Run 1, I/O nets highlighted:
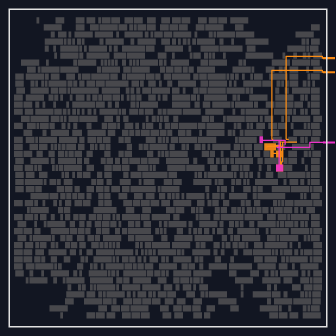
Run 1, clock routing:
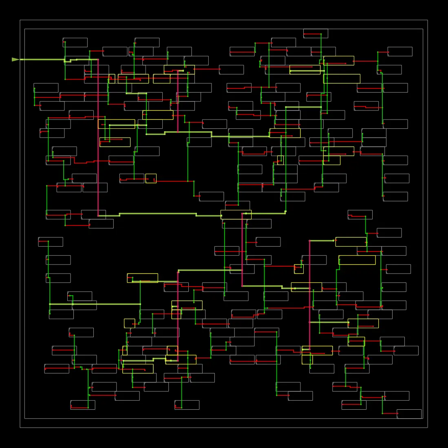
Run 1, cells by drive strength:
The bar under the picture is 20 µm long.
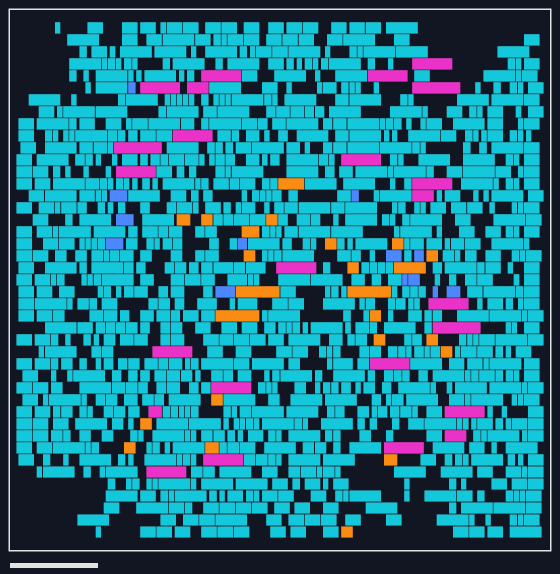
[config.mk]
export PLATFORM = sky130hd
export DESIGN_NAME = lsu_mem_master
export DESIGN_NICKNAME = d
export VERILOG_FILES = /design/src/rtl/lsu_mem_master.sv
export SDC_FILE = /design/constraint.sdc
export NUM_CORES = 1
export LEC_CHECK = 0
export CAP_MARGIN = 20
export CORE_UTILIZATION = 52
export DETAILED_ROUTE_END_ITERATION = 12
export PLACE_DENSITY = 0.85
export SLEW_MARGIN = 30
export SYNTH_ARGS = -nofsm -noshare
export SYNTH_HDL_FRONTEND = slang
export SYNTH_SLANG_ARGS = --single-unit
[constraint.sdc]
create_clock -name clk_i -period 4.8 [get_ports clk_i]
set_input_delay 1.2 -clock clk_i [delete_from_list [all_inputs] [get_ports clk_i]]
set_output_delay 1.2 -clock clk_i [all_outputs]
set_load 0.03 [all_outputs]
[src/rtl/lsu_mem_master.sv]
// Core-side initiator for the word-wide req/gnt/rvalid data bus: one load/store per command,
// sub-word loads are extracted and extended, sub-word stores are done as read-modify-write.
module lsu_mem_master #(
    parameter int unsigned RV_TIMEOUT = 256
) (
    input  logic        clk_i,
    input  logic        rst_i,
    input  logic        lsu_valid_i,
    output logic        lsu_ready_o,
    input  logic        lsu_we_i,
    input  logic [1:0]  lsu_size_i,
    input  logic        lsu_unsigned_i,
    input  logic [31:0] lsu_addr_i,
    input  logic [31:0] lsu_wdata_i,
    output logic [31:0] lsu_rdata_o,
    output logic        lsu_done_o,
    output logic        lsu_err_o,
    output logic        data_req,
    output logic [31:0] data_adr,
    output logic [31:0] data_write,
    output logic        data_write_enable,
    input  logic        data_gnt,
    input  logic        data_rvalid,
    input  logic [31:0] data_read
);

    typedef enum logic [2:0] {IDLE, RD_REQ, RD_WAIT, WR_REQ, WR_WAIT, DONE} state_t;

    localparam int CW = (RV_TIMEOUT > 1) ? $clog2(RV_TIMEOUT) : 1;
    localparam logic [CW-1:0] CNT_LAST = CW'((RV_TIMEOUT == 0) ? 0 : RV_TIMEOUT - 1);
    localparam bit TIMEOUT_EN = (RV_TIMEOUT != 0);

    state_t      state, state_n;
    logic [CW-1:0] cnt, cnt_n;

    logic        cmd_we;
    logic [1:0]  cmd_size;
    logic        cmd_uns;
    logic [31:0] cmd_addr;
    logic [31:0] cmd_wdata;

    // Result waiting in DONE; it is published on the lsu_* outputs at the next edge.
    logic        res_err, res_err_n;
    logic [31:0] res_data, res_data_n;

    logic        req_n, we_n, done_n, err_n;
    logic [31:0] adr_n, write_n, rdata_n;

    logic        bad_cmd, timed_out;
    logic [7:0]  rd_byte;
    logic [15:0] rd_half;
    logic [31:0] load_val, merged;

    assign lsu_ready_o = (state == IDLE);

    assign bad_cmd = (lsu_size_i == 2'b11)
                   || ((lsu_size_i == 2'b01) && lsu_addr_i[0])
                   || ((lsu_size_i == 2'b10) && (lsu_addr_i[1:0] != 2'b00));

    assign timed_out = TIMEOUT_EN && (cnt == CNT_LAST);

    always_comb begin
        rd_byte = data_read[{cmd_addr[1:0], 3'b000} +: 8];
        rd_half = data_read[{cmd_addr[1], 4'b0000} +: 16];
        case (cmd_size)
            2'b00:   load_val = {{24{rd_byte[7] & ~cmd_uns}}, rd_byte};
            2'b01:   load_val = {{16{rd_half[15] & ~cmd_uns}}, rd_half};
            default: load_val = data_read;
        endcase
        merged = data_read;
        if (cmd_size == 2'b00) begin
            merged[{cmd_addr[1:0], 3'b000} +: 8] = cmd_wdata[7:0];
        end else begin
            merged[{cmd_addr[1], 4'b0000} +: 16] = cmd_wdata[15:0];
        end
    end

    always_comb begin
        state_n    = state;
        cnt_n      = cnt;
        res_err_n  = res_err;
        res_data_n = res_data;
        req_n      = 1'b0;
        adr_n      = data_adr;
        write_n    = data_write;
        we_n       = data_write_enable;
        done_n     = 1'b0;
        err_n      = 1'b0;
        rdata_n    = lsu_rdata_o;

        case (state)
            IDLE: begin
                if (lsu_valid_i) begin
                    res_err_n  = 1'b0;
                    res_data_n = '0;
                    if (bad_cmd) begin
                        res_err_n = 1'b1;
                        state_n   = DONE;
                    end else begin
                        req_n = 1'b1;
                        adr_n = {lsu_addr_i[31:2], 2'b00};
                        if (lsu_we_i && (lsu_size_i == 2'b10)) begin
                            write_n = lsu_wdata_i;
                            we_n    = 1'b1;
                            state_n = WR_REQ;
                        end else begin
                            we_n    = 1'b0;
                            state_n = RD_REQ;
                        end
                    end
                end
            end

            RD_REQ, WR_REQ: begin
                // Request is held until granted; no timeout while waiting for a grant.
                req_n = 1'b1;
                if (data_gnt) begin
                    req_n   = 1'b0;
                    cnt_n   = '0;
                    state_n = (state == RD_REQ) ? RD_WAIT : WR_WAIT;
                end
            end

            RD_WAIT, WR_WAIT: begin
                if (data_rvalid) begin
                    if (state == WR_WAIT) begin
                        state_n = DONE;
                    end else if (cmd_we) begin
                        write_n = merged;
                        we_n    = 1'b1;
                        req_n   = 1'b1;
                        state_n = WR_REQ;
                    end else begin
                        res_data_n = load_val;
                        state_n    = DONE;
                    end
                end else if (timed_out) begin
                    res_err_n  = 1'b1;
                    res_data_n = '0;
                    state_n    = DONE;
                end else if (TIMEOUT_EN) begin
                    cnt_n = cnt + 1'b1;
                end
            end

            DONE: begin
                done_n  = 1'b1;
                err_n   = res_err;
                rdata_n = res_data;
                state_n = IDLE;
            end

            default: state_n = IDLE;
        endcase
    end

    always_ff @(posedge clk_i) begin
        if (rst_i) begin
            state             <= IDLE;
            cnt               <= '0;
            cmd_we            <= 1'b0;
            cmd_size          <= 2'b00;
            cmd_uns           <= 1'b0;
            cmd_addr          <= '0;
            cmd_wdata         <= '0;
            res_err           <= 1'b0;
            res_data          <= '0;
            data_req          <= 1'b0;
            data_adr          <= '0;
            data_write        <= '0;
            data_write_enable <= 1'b0;
            lsu_done_o        <= 1'b0;
            lsu_err_o         <= 1'b0;
            lsu_rdata_o       <= '0;
        end else begin
            state             <= state_n;
            cnt               <= cnt_n;
            res_err           <= res_err_n;
            res_data          <= res_data_n;
            data_req          <= req_n;
            data_adr          <= adr_n;
            data_write        <= write_n;
            data_write_enable <= we_n;
            lsu_done_o        <= done_n;
            lsu_err_o         <= err_n;
            lsu_rdata_o       <= rdata_n;
            if ((state == IDLE) && lsu_valid_i) begin
                cmd_we    <= lsu_we_i;
                cmd_size  <= lsu_size_i;
                cmd_uns   <= lsu_unsigned_i;
                cmd_addr  <= lsu_addr_i;
                cmd_wdata <= lsu_wdata_i;
            end
        end
    end

endmodule
==> impl_metrics.csv, run 1 <==
group,metric,value,unit
status,outcome,"finished, final reports clean",
global_routing,overflow,0,
global_routing,met1_usage,0.373,
cts,cts_tree,"yes",
logic_synthesis,synth_cells,920,
cts,post_cts_buffers,0,
logic_synthesis,most_common_cell,"nand2_1",
sta,slew_viol_final,0,
pwr,peakVddDrop,0.000301,V
placement,dpl.hpwl,15600,µm
cells_and_area,n_antenna_cell,0,
route,wl_met2,10400,µm
placement,port_buffers,203,
cells_and_area,bufAreaShareNonClock,0.208,
cells_and_area,comb_cells,672,
sta,finalWorstSetupSlack,1.64,ns
cells_and_area,n_all_inverters,8,
cells_and_area,syn_to_final_growth,35.1,%
global_routing,gr-usage-all-layers,0.302,
worst_hold_path,hold_path_class,"reg -> reg",
logic_synthesis,syn_area,7530,µm²
cts,cts_hold_buf,0,
logic_synthesis,yosysTopAreaCellShare,0.436,
global_routing,grt_pass1_vias,6939,
cts,cts-resized-gates,0,
placement,gp_congestion,0.893,
placement,dpl_cell_area,9550,µm²
logic_synthesis,yosys_area,7530,µm²
pwr,p_leak,3.41,nW
worst_setup_path,r2r_cells,7,
sta,worstMarginPinSlew,0.935,ns
logic_synthesis,top_cells_by_count,"nand2_1, dfxtp_1, a21oi_1",
route,wl,22400,µm
logic_synthesis,syn_avg_cell_area,8.19,µm²
cells_and_area,fillers,1077,
pwr,p_sw_frac,0.317,
pwr,maxPowerGroup,"registers",
worst_setup_path,cp-endpoint,"lsu_ready_o",
pwr,p_comb,958,µW
pwr,power_frac_comb,0.246,
worst_setup_path,worstSetupPathType,"reg -> out",
floorplanning,die_area,15000,µm²
route,drt_iter0_drc,677,
pwr,total_power,3.89,mW
global_routing,grt_pass1_wl,34800,µm
worst_hold_path,hp-start,"data_adr[10]$_SDFFE_PP0P_",
floorplanning,die_width,122,µm
worst_setup_path,required,3.60,ns
worst_setup_path,r2r-end,"data_write[31]$_SDFFE_PP0P_",
worst_hold_path,whs_endpoint,"data_adr[10]$_SDFFE_PP0P_",
cells_and_area,mi_logic_area,3900,µm²
logic_synthesis,area_leaders,"dfxtp_1, nand2_1, a21oi_1",
logic_synthesis,top_area_cell,"dfxtp_1",
pwr,p_int,2.65,mW
route,routed-wl-met3,2300,µm
logic_synthesis,ys_cells,920,
cells_and_area,final_cell_mix,"nand2_1, clkdlybuf4s50_1, dfxtp_1",
cells_and_area,seq_area,3280,µm²
route,drt-met1-wl,8810,µm
floorplanning,initCoreUtil,0.539,
cts,cts_root_buf,"clkbuf_16",
global_routing,grtUsageMet2,0.478,
cells_and_area,final_area,10200,µm²
floorplanning,num_io_pins,206,
cts,cts_buffer_depth,2,
global_routing,top_usage_layer,"met2",
worst_setup_path,cp-startpoint,"state[2]$_SDFFE_PP0P_",
floorplanning,nWellTaps,180,
route,viasPerCell,5.90,
global_routing,antenna_found_initial,0,
cells_and_area,layout_top_cell,"nand2_1",
sta,period_needed,3.16,ns
cells_and_area,sh_comb_area,0.383,
route,drt_pass1_iterations,5,
route,highest_layer,"met4",
logic_synthesis,synth-async-reset-ratio,0,
worst_setup_path,critPathLaunchType,"flip-flop",
sta,setup_tns,0,ns
worst_hold_path,whs_path_depth,2,
sta,max_freq,316,MHz
cells_and_area,seq_share,0.323,
cells_and_area,finish.utilization,0.727,
cells_and_area,num-nonclk-buffers,215,
cells_and_area,final_cells,1271,
job,openroad.warnings,30,
logic_synthesis,ff_type,"dfxtp_1",
placement,place_ws,1.20,ns
route,wl_per_cell,17.7,µm
global_routing,grtUsageMet3,0.0776,
pwr,p_per_area,382,nW/µm²
## Picture notes: 'I/O nets highlighted'
- magenta: `lsu_we_i` (direction input; edge east; end cells 2; wire 41.8 µm)
- orange: `lsu_size_i` (direction input; edge east; end cells 5; wire 137 µm)

## Picture notes: 'clock routing'
# clk buffers: 21
Num CTS Buffers: 17
Clock group: 1.42 mW
number of flip-flops and latches: 164
CTS Sinks: 164

## Picture notes: 'cells by drive strength'
- cyan: x1 and smaller (cells 1030)
- magenta: x6 and larger (cells 24)
- blue: x2 (cells 13)
- orange: x3 and x4 (cells 24)

[run 1: worst max-delay path, cell delays in order (launching register included)]
cell,delay (ns)
dfxtp_1,0.48
nor3_1,0.31
clkdlybuf4s50_1,0.74
[run 1: kinds of logic after synthesis]
logic type                 Yosys count  share of synthesized area
AOI/OAI and AO/OA                  277                      0.254
xor gates and xnor gates             2                    0.00233
adders and majority gates            6                    0.00996
buffers and inverters               85                     0.0495
DFF                                164                      0.436
muxes                               13                     0.0178
other                                1                   0.000498
and+or+nand+nor                    372                      0.230
[run 1: sequential cells by signal, summed over array words and instances (netlist names), 2 cells and up]
| name | count |
|---|---|
| cmd_addr | 2 |
| cmd_size | 2 |
| cmd_wdata | 16 |
| cnt | 8 |
| data_adr | 30 |
| data_write | 32 |
| lsu_rdata_o | 32 |
| res_data | 32 |
| state | 3 |
Run 1, sequential cells coloured by netlist name:
The bar under the picture is 20 µm long.
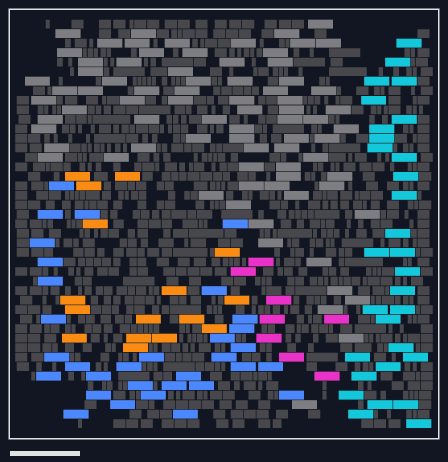

==> run 2, diff against run 1 <==
--- a/config.mk
+++ b/config.mk
@@ -6,9 +6,9 @@
 export NUM_CORES = 1
 export LEC_CHECK = 0
 export CAP_MARGIN = 20
-export CORE_UTILIZATION = 52
+export CORE_UTILIZATION = 44
 export DETAILED_ROUTE_END_ITERATION = 12
-export PLACE_DENSITY = 0.85
+export PLACE_DENSITY = 0.77
 export SLEW_MARGIN = 30
 export SYNTH_ARGS = -nofsm -noshare
 export SYNTH_HDL_FRONTEND = slang
==> constraint.sdc (replaced) <==
create_clock -name clk_i -period 2.6 [get_ports clk_i]
set_input_delay 0.65 -clock clk_i [delete_from_list [all_inputs] [get_ports clk_i]]
set_output_delay 0.65 -clock clk_i [all_outputs]
set_load 0.03 [all_outputs]
Run 2, sequential cells coloured by netlist name:
The bar under the picture is 50 µm long.
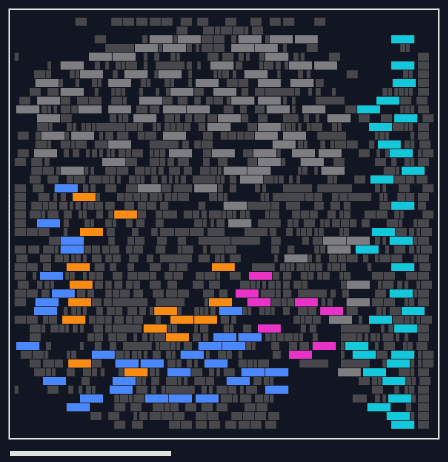
- magenta: `cnt` (flops 8)
- cyan: `data_adr` (flops 30; where a vertical strip on the right)
- orange: `cmd_wdata` (flops 16)
- blue: `data_write` (flops 32)
- not coloured: 78

Run 2, metal layers overlaid:
The bar under the picture is 50 µm long.
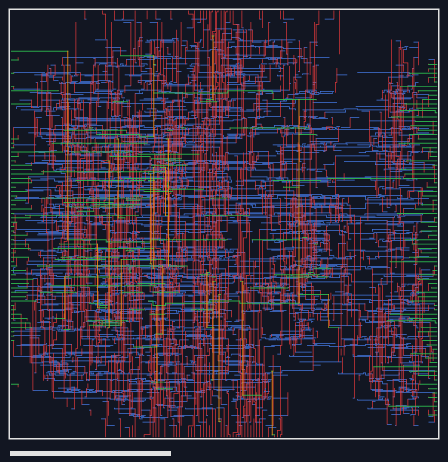
- orange: M4 (wire length 609 µm)
- blue: M1 (wire length 9860 µm)
- green: M3 (wire length 1710 µm)
- red: M2 (wire length 11000 µm)

Run 2, I/O nets highlighted:
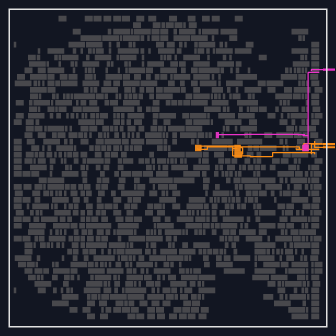
- magenta: `lsu_we_i` (direction input; edge east; end cells 2; wire 83.5 µm)
- orange: `lsu_size_i` (direction input; edge east; end cells 5; wire 143 µm)

==> run 2 against run 1 <==
Net effect: design area rose by 2.5%; die area is 18% higher; clock power increased by 77%; critical path type is now reg -> reg; cell count grew 4.9%; largest power group unchanged.
==> impl_metrics.csv, run 2 <==
group,metric,value,unit
status,outcome,"finished, final reports clean",
sta,slew_headroom,0.524,
cells_and_area,finish.utilization,0.627,
pwr,total_power,7.17,mW
placement,dpl_cell_area,9830,µm²
logic_synthesis,top_area_cell,"dfxtp_1",
placement,dpl.hpwl,16500,µm
cells_and_area,seq_share,0.315,
sta,setup_tns,0,ns
cts,cts_tree,"yes",
worst_setup_path,crit_chain,"inv_1 > ha_2 > nand2_1 > o41ai_4 > a221o_1 > o211ai_1 > a21oi_1",
sta,max_freq,430,MHz
floorplanning,die_area,17600,µm²
placement,place_ws,0.00955,ns
logic_synthesis,ys_cells,920,
floorplanning,initCoreUtil,0.453,
sta,worstMarginPinSlew,0.714,ns
cells_and_area,flops,164,
cells_and_area,n_all_inverters,8,
worst_hold_path,hold_path_class,"reg -> reg",
cells_and_area,fillers,1476,
worst_setup_path,worstSetupPathType,"reg -> reg",
logic_synthesis,yosysTopAreaCellShare,0.436,
cells_and_area,seq_area,3280,µm²
cts,cts_root_buf,"clkbuf_16",
cells_and_area,final_cell_mix,"nand2_1, clkdlybuf4s50_1, dfxtp_1",
sta,period_needed,2.33,ns
global_routing,overflow,0,
global_routing,grt_pass1_wl,36500,µm
global_routing,grtUsageMet2,0.438,
cells_and_area,reg_top3,"data_write (32), lsu_rdata_o (32), res_data (32)",
worst_setup_path,required,2.96,ns
global_routing,met1_usage,0.328,
cells_and_area,num-nonclk-buffers,237,
route,wl,23200,µm
pwr,power_frac_comb,0.263,
global_routing,top_usage_layer,"met2",
worst_setup_path,slowest_delay,0.53,ns
global_routing,antenna_found_initial,0,
cells_and_area,n_antenna_cell,0,
placement,port_buffers,203,
worst_setup_path,critPathLaunchType,"flip-flop",
cts,post_cts_buffers,0,
worst_hold_path,whs_endpoint,"lsu_rdata_o[25]$_SDFFE_PP0P_",
floorplanning,die_width,133,µm
cells_and_area,final_area,10400,µm²
pwr,p_sw_frac,0.324,
global_routing,gr-usage-all-layers,0.262,
cells_and_area,final_cells,1333,
logic_synthesis,area_leaders,"dfxtp_1, nand2_1, a21oi_1",
cts,numCtsBuffers,17,
logic_synthesis,top_cells_by_count,"nand2_1, dfxtp_1, a21oi_1",
worst_setup_path,worstSetupPathDepth,7,
placement,gp_congestion,0.901,
cells_and_area,layout_top_cell,"nand2_1",
worst_setup_path,cp-endpoint,"data_write[21]$_SDFFE_PP0P_",
logic_synthesis,ys_sh_xor,0.00233,
logic_synthesis,ff_type,"dfxtp_1",
sta,slew_viol_final,0,
global_routing,grtUsageMet3,0.0559,
logic_synthesis,ys_sh_simple,0.230,
pwr,p_int,4.85,mW
worst_setup_path,r2r-end,"data_write[21]$_SDFFE_PP0P_",
logic_synthesis,aoi_share,0.254,
worst_hold_path,whs_path_depth,2,
pwr,p_leak,3.54,nW
pwr,peakVddDrop,0.000493,V
cells_and_area,syn_to_final_growth,38.5,%
cells_and_area,comb_cells,672,
sta,finalWorstSetupSlack,0.275,ns
logic_synthesis,synth-async-reset-ratio,0,
global_routing,grt_pass1_vias,6952,
logic_synthesis,ys_sh_adder,0.00997,
job,openroad.warnings,30,
worst_setup_path,cp-startpoint,"cmd_addr[0]$_SDFFE_PP0P_",
pwr,p_per_area,687,nW/µm²
route,drt_iter0_drc,544,
worst_hold_path,hp-start,"lsu_rdata_o[25]$_SDFFE_PP0P_",
route,wl_per_cell,17.4,µm
worst_setup_path,r2r_cells,7,
cts,clock-sinks,164,
floorplanning,nWellTaps,220,
logic_synthesis,synth_cells,920,
route,viasPerCell,5.70,
run 2: cell counts after synthesis:
No cell type changed its count.
run 2: power by group through the flow:
| stage | registers (mW) | clock network (mW) | logic, mW |
|---|---|---|---|
| global placement | 2.81 | 0 | 1.84 |
| global route | 2.78 | 2.67 | 2.02 |
| floorplan | 2.90 | 0 | 1.08 |
| CTS | 2.76 | 2.55 | 1.87 |
| detailed placement | 2.81 | 0 | 1.86 |
| finish | 2.76 | 2.52 | 1.89 |
run 2: metal layers:
metal  wire length [µm]  part of all wire
met5                  0                 0
met4                608             0.026
met3               1710             0.074
met2              11000              0.47
met1               9860              0.43
run 2: timing repair:
action | 4_1_cts | 5_1_grt
resized | 1 | 2
hold endpoints to repair | 0 | 0
hold buffers | 0 | 0
endpoints found under the setup margin | 1 | 3
==> run 3, diff against run 2 <==
--- a/config.mk
+++ b/config.mk
@@ -5,6 +5,7 @@
 export SDC_FILE = /design/constraint.sdc
 export NUM_CORES = 1
 export LEC_CHECK = 0
+export ABC_AREA = 0
 export CAP_MARGIN = 20
 export CORE_UTILIZATION = 44
 export DETAILED_ROUTE_END_ITERATION = 12
Run 3, clock routing:
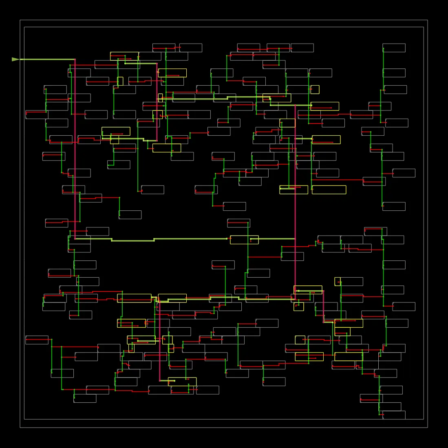
Clock group: 2.52 mW
Layout Skew: 0.00755 ns
clk ins delay skew pair: 0.43 ns
# clk buffers: 20

Run 3, metal layers overlaid:
The bar under the picture is 50 µm long.
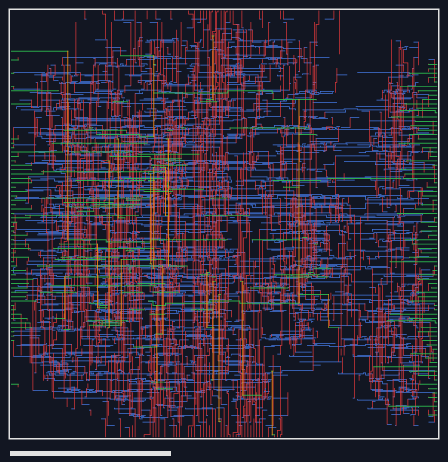
- red: M2 (wire length 11000 µm)
- green: M3 (wire length 1710 µm)
- blue: M1 (wire length 9860 µm)
- orange: M4 (wire length 609 µm)

Run 3, sequential cells coloured by netlist name:
The bar under the picture is 50 µm long.
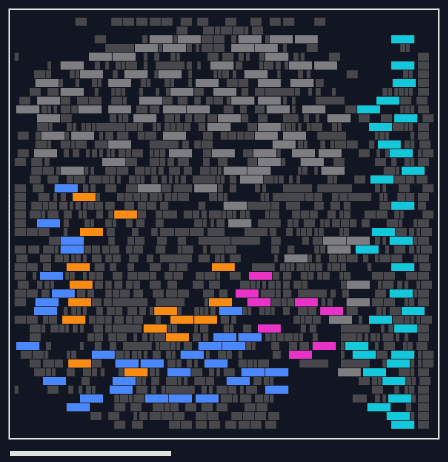
- cyan: `data_adr` (flops 30; where a vertical strip on the right)
- magenta: `cnt` (flops 8)
- blue: `data_write` (flops 32)
- orange: `cmd_wdata` (flops 16)
- not coloured: 78

==> run 3 against run 2 <==
Net effect: sequential power about the same; via count unchanged; clock-buffer cell count is the same; sequential cell count did not move; combinational power barely moved; routed wire length did not move.
==> impl_metrics.csv, run 3 <==
group,metric,value,unit
status,outcome,"finished, final reports clean",
logic_synthesis,ys_sh_adder,0.00997,
pwr,p_comb,1.89,mW
worst_setup_path,r2r_cells,7,
sta,max_freq,430,MHz
sta,worstMarginPinSlew,0.714,ns
pwr,p_sw_frac,0.324,
route,drt_iter0_drc,544,
worst_setup_path,worstSetupPathDepth,7,
pwr,peakVddDrop,0.000493,V
logic_synthesis,area_leaders,"dfxtp_1, nand2_1, a21oi_1",
cts,clock-sinks,164,
logic_synthesis,ys_sh_xor,0.00233,
worst_setup_path,r2r-end,"data_write[21]$_SDFFE_PP0P_",
cells_and_area,syn_to_final_growth,38.5,%
placement,port_buffers,203,
route,viasPerCell,5.70,
cts,numCtsBuffers,17,
logic_synthesis,top_cells_by_count,"nand2_1, dfxtp_1, a21oi_1",
pwr,power_frac_comb,0.263,
logic_synthesis,ys_sh_simple,0.230,
pwr,maxPowerGroup,"registers",
sta,slew_viol_final,0,
logic_synthesis,synth-async-reset-ratio,0,
placement,dpl.hpwl,16500,µm
logic_synthesis,top_area_cell,"dfxtp_1",
cells_and_area,final_area,10400,µm²
placement,place_ws,0.00955,ns
global_routing,gr-usage-all-layers,0.262,
global_routing,overflow,0,
placement,dpl_cell_area,9830,µm²
logic_synthesis,ys_cells,920,
cts,cts-resized-gates,1,
worst_setup_path,slowest_delay,0.53,ns
job,openroad.warnings,30,
worst_setup_path,worstSetupPathType,"reg -> reg",
worst_hold_path,whs_path_depth,2,
route,wl_per_cell,17.4,µm
worst_setup_path,cp-endpoint,"data_write[21]$_SDFFE_PP0P_",
global_routing,antenna_found_initial,0,
cells_and_area,final_cell_mix,"nand2_1, clkdlybuf4s50_1, dfxtp_1",
cells_and_area,fillers,1476,
worst_hold_path,hold_path_class,"reg -> reg",
logic_synthesis,synth_cells,920,
worst_setup_path,required,2.96,ns
pwr,p_int,4.85,mW
sta,slew_headroom,0.524,
cts,cts_hold_buf,0,
logic_synthesis,aoi_share,0.254,
logic_synthesis,yosysTopAreaCellShare,0.436,
cells_and_area,final_cells,1333,
pwr,p_leak,3.54,nW
worst_setup_path,critPathLaunchType,"flip-flop",
cells_and_area,n_antenna_cell,0,
cts,cts_root_buf,"clkbuf_16",
global_routing,grt_pass1_wl,36500,µm
sta,finalWorstSetupSlack,0.275,ns
cts,post_cts_buffers,0,
cells_and_area,reg_top3,"data_write (32), lsu_rdata_o (32), res_data (32)",
pwr,p_per_area,687,nW/µm²
[run 3: per-layer routing]
metal | vias up | wire, µm | GRT usage
met2 | 322 | 11000 | 0.438
met5 | - | 0 | 0
met1 | 3600 | 9860 | 0.328
met3 | 51 | 1710 | 0.0559
met4 | 0 | 608 | 0.0990
li1 | 3629 | - | -
[run 3: worst min-delay path, stage by stage, from the launching register on]
cell and delay [ns]:
dfxtp_1 0.31, nand2_1 0.05, a21oi_1 0.05
[run 3: final cells by class]
cell class                      instances  area share
Clock buffer                           20      0.0438
Clock inverter                         12      0.0125
Inverter                                8     0.00288
Multi-Input combinational cell        672       0.373
Sequential cell                       164       0.315
Tap cell                              220      0.0264
Timing Repair Buffer                  237       0.226
Power figures rest on the tool's default switching activity, not on a simulated workload.
